[src/rtl/sum_accumulator.sv]
// Frame accumulator behind the 8-bit adder: sums COUNT samples into a saturating
// ACC_W-bit total and hands each total downstream over a valid/ready handshake.
module sum_accumulator #(
  parameter int DATA_W = 8,
  parameter int COUNT  = 4,
  parameter int ACC_W  = 10
) (
  input  logic              clk,
  input  logic              rst_n,
  input  logic              clear,
  input  logic              in_valid,
  output logic              in_ready,
  input  logic [DATA_W-1:0] in_data,
  output logic              out_valid,
  input  logic              out_ready,
  output logic [ACC_W-1:0]  out_data,
  output logic              out_ovf
);

  localparam int              CNT_W    = (COUNT > 1) ? $clog2(COUNT) : 1;
  localparam logic [CNT_W-1:0] CNT_LAST = CNT_W'(COUNT - 1);

  localparam logic [1:0] IDLE  = 2'd0;
  localparam logic [1:0] ACCUM = 2'd1;
  localparam logic [1:0] HOLD  = 2'd2;

  logic [1:0]       state_reg, state_next;
  logic [ACC_W-1:0] acc_reg, acc_next;
  logic [CNT_W-1:0] cnt_reg, cnt_next;
  logic             ovf_reg, ovf_next;
  logic             out_valid_reg, out_valid_next;
  logic [ACC_W-1:0] out_data_reg, out_data_next;
  logic             out_ovf_reg, out_ovf_next;

  logic [ACC_W:0]   sum_wide;
  logic             sum_carry;
  logic [ACC_W-1:0] sum_sat;
  logic             sample_fire;
  logic             frame_fire;
  logic             last_sample;

  // One spare bit catches the carry; a saturated acc plus anything nonzero carries again.
  assign sum_wide  = {1'b0, acc_reg} + (ACC_W + 1)'(in_data);
  assign sum_carry = sum_wide[ACC_W];
  assign sum_sat   = sum_carry ? {ACC_W{1'b1}} : sum_wide[ACC_W-1:0];

  assign in_ready    = (state_reg != HOLD);
  assign sample_fire = in_valid && in_ready;
  assign frame_fire  = out_valid_reg && out_ready;
  assign last_sample = (cnt_reg == CNT_LAST);

  always_comb begin
    state_next     = state_reg;
    acc_next       = acc_reg;
    cnt_next       = cnt_reg;
    ovf_next       = ovf_reg;
    out_valid_next = out_valid_reg;
    out_data_next  = out_data_reg;
    out_ovf_next   = out_ovf_reg;

    if (clear) begin
      // Abort wins over any handshake this cycle; the last published total stays readable.
      state_next     = IDLE;
      acc_next       = '0;
      cnt_next       = '0;
      ovf_next       = 1'b0;
      out_valid_next = 1'b0;
    end else begin
      case (state_reg)
        IDLE, ACCUM: begin
          if (sample_fire) begin
            if (last_sample) begin
              state_next     = HOLD;
              acc_next       = '0;
              cnt_next       = '0;
              ovf_next       = 1'b0;
              out_valid_next = 1'b1;
              out_data_next  = sum_sat;
              out_ovf_next   = ovf_reg | sum_carry;
            end else begin
              state_next = ACCUM;
              acc_next   = sum_sat;
              cnt_next   = cnt_reg + 1'b1;
              ovf_next   = ovf_reg | sum_carry;
            end
          end
        end
        HOLD: begin
          if (frame_fire) begin
            state_next     = IDLE;
            out_valid_next = 1'b0;
          end
        end
        default: begin
          state_next     = IDLE;
          out_valid_next = 1'b0;
        end
      endcase
    end
  end

  always_ff @(posedge clk) begin
    if (!rst_n) begin
      state_reg     <= IDLE;
      acc_reg       <= '0;
      cnt_reg       <= '0;
      ovf_reg       <= 1'b0;
      out_valid_reg <= 1'b0;
      out_data_reg  <= '0;
      out_ovf_reg   <= 1'b0;
    end else begin
      state_reg     <= state_next;
      acc_reg       <= acc_next;
      cnt_reg       <= cnt_next;
      ovf_reg       <= ovf_next;
      out_valid_reg <= out_valid_next;
      out_data_reg  <= out_data_next;
      out_ovf_reg   <= out_ovf_next;
    end
  end

  assign out_valid = out_valid_reg;
  assign out_data  = out_data_reg;
  assign out_ovf   = out_ovf_reg;

endmodule

[config.mk]
export PLATFORM = sky130hd
export DESIGN_NAME = sum_accumulator
export DESIGN_NICKNAME = d
export VERILOG_FILES = /design/src/rtl/sum_accumulator.sv
export SDC_FILE = /design/constraint.sdc
export NUM_CORES = 1
export LEC_CHECK = 0
export ABC_AREA = 0
export CORE_MARGIN = 10
export CORE_UTILIZATION = 45
export DETAILED_ROUTE_END_ITERATION = 7
export GPL_TIMING_DRIVEN = 0
export PLACE_DENSITY = 0.8
export SLEW_MARGIN = 20
export SYNTH_ARGS = -nofsm -noshare
export SYNTH_HDL_FRONTEND = slang
export SYNTH_SLANG_ARGS = --single-unit
[constraint.sdc]
create_clock -name clk -period 5.42 [get_ports clk]
set_input_delay 0.542 -clock clk [delete_from_list [all_inputs] [get_ports clk]]
set_output_delay 0.542 -clock clk [all_outputs]
set_load 0.005 [all_outputs]
Figure 1. Clock wiring as the flow saved it.
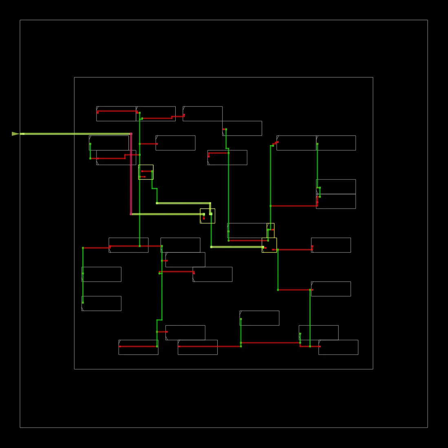
clk_skew: 0.0132 ns
clkbuf count: 4
CTS Sinks: 27

Figure 2. Clock wires, drivers and flops.
Scale: 8 px per micron.
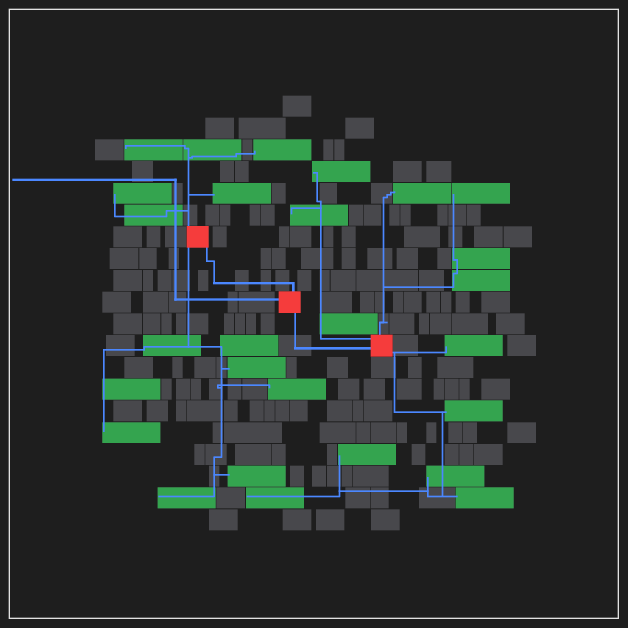
[red] clock drivers | count: 3
[blue] clock wires | length: 351 microns
[green] flip-flops | count: 27
routed clock nets: 4

==> flow_summary.ini <==
; implementation run metrics
[run_status]
status = completed

[power]
p_sw_frac = 0.270
p_sw_w = 0.0000948
internal-power_w = 0.000257
pg_seq_w = 0.000204
combPwrFrac = 0.161
seqPwrFrac = 0.581
p_total_w = 0.000352
power.group.top = registers

[layout]
logic_gates = 129
area_growth_pct = 23.5
nets = 219
drive_gt1_frac = 0.0821
layout_top_cell = dfxtp_1

[routing]
route.detailed.drc = 0
wl_met3_microns = 218
wl_met1_mm = 1.54
met2_wirelength_mm = 1.63
wirelength_mm = 3.41
top_layer_used = met4

[critical_path]
cp-end-kind = flip-flop
reg2reg_slack_ns = 3.17
crit_path_cell_trace = clkdlybuf4s50_1, ha_1, fa_1, a211oi_1, o21ai_2, a31oi_4, nor2_4, buf_6, nor2_1, a21oi_1

[yosys]
ys_sh_aoi = 0.259
syn-mean-instance-area_sq_um = 8.49
mux_share = 0.00710

[floorplanning]
fp.dieW_microns = 76.0
tapCellCount = 44
die-area_sq_mm = 0.00577

[placed_design]
dp_worst_setup_slack_ns = 2.51
dp.cells = 235
io_buffers = 25

[hold_path]
holdPathEnd = acc_reg[5]$_SDFFE_PP0P_
hold_path_depth = 2

[sta]
worst_slack_ns = 2.86
slew_violations = 0
setup_tns_ns = 0
fmaxAchievable_mhz = 390

[cts]
cts_setup_buffers = 0
clock_path_buffers = 2
cts_tree = yes

[job]
warnings = 26

[global_routing]
gr-usage-met3 = 0.0389
grt.busiest_layer = met2
grt_pass1_wl_mm = 5.86
Figure 3. The metal 2 layer.
Scale: 4 px per micron.
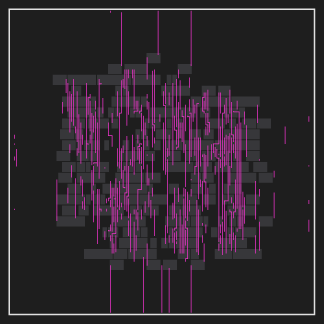
nets with wire on the layer: 183
share of all routed wire: 48%

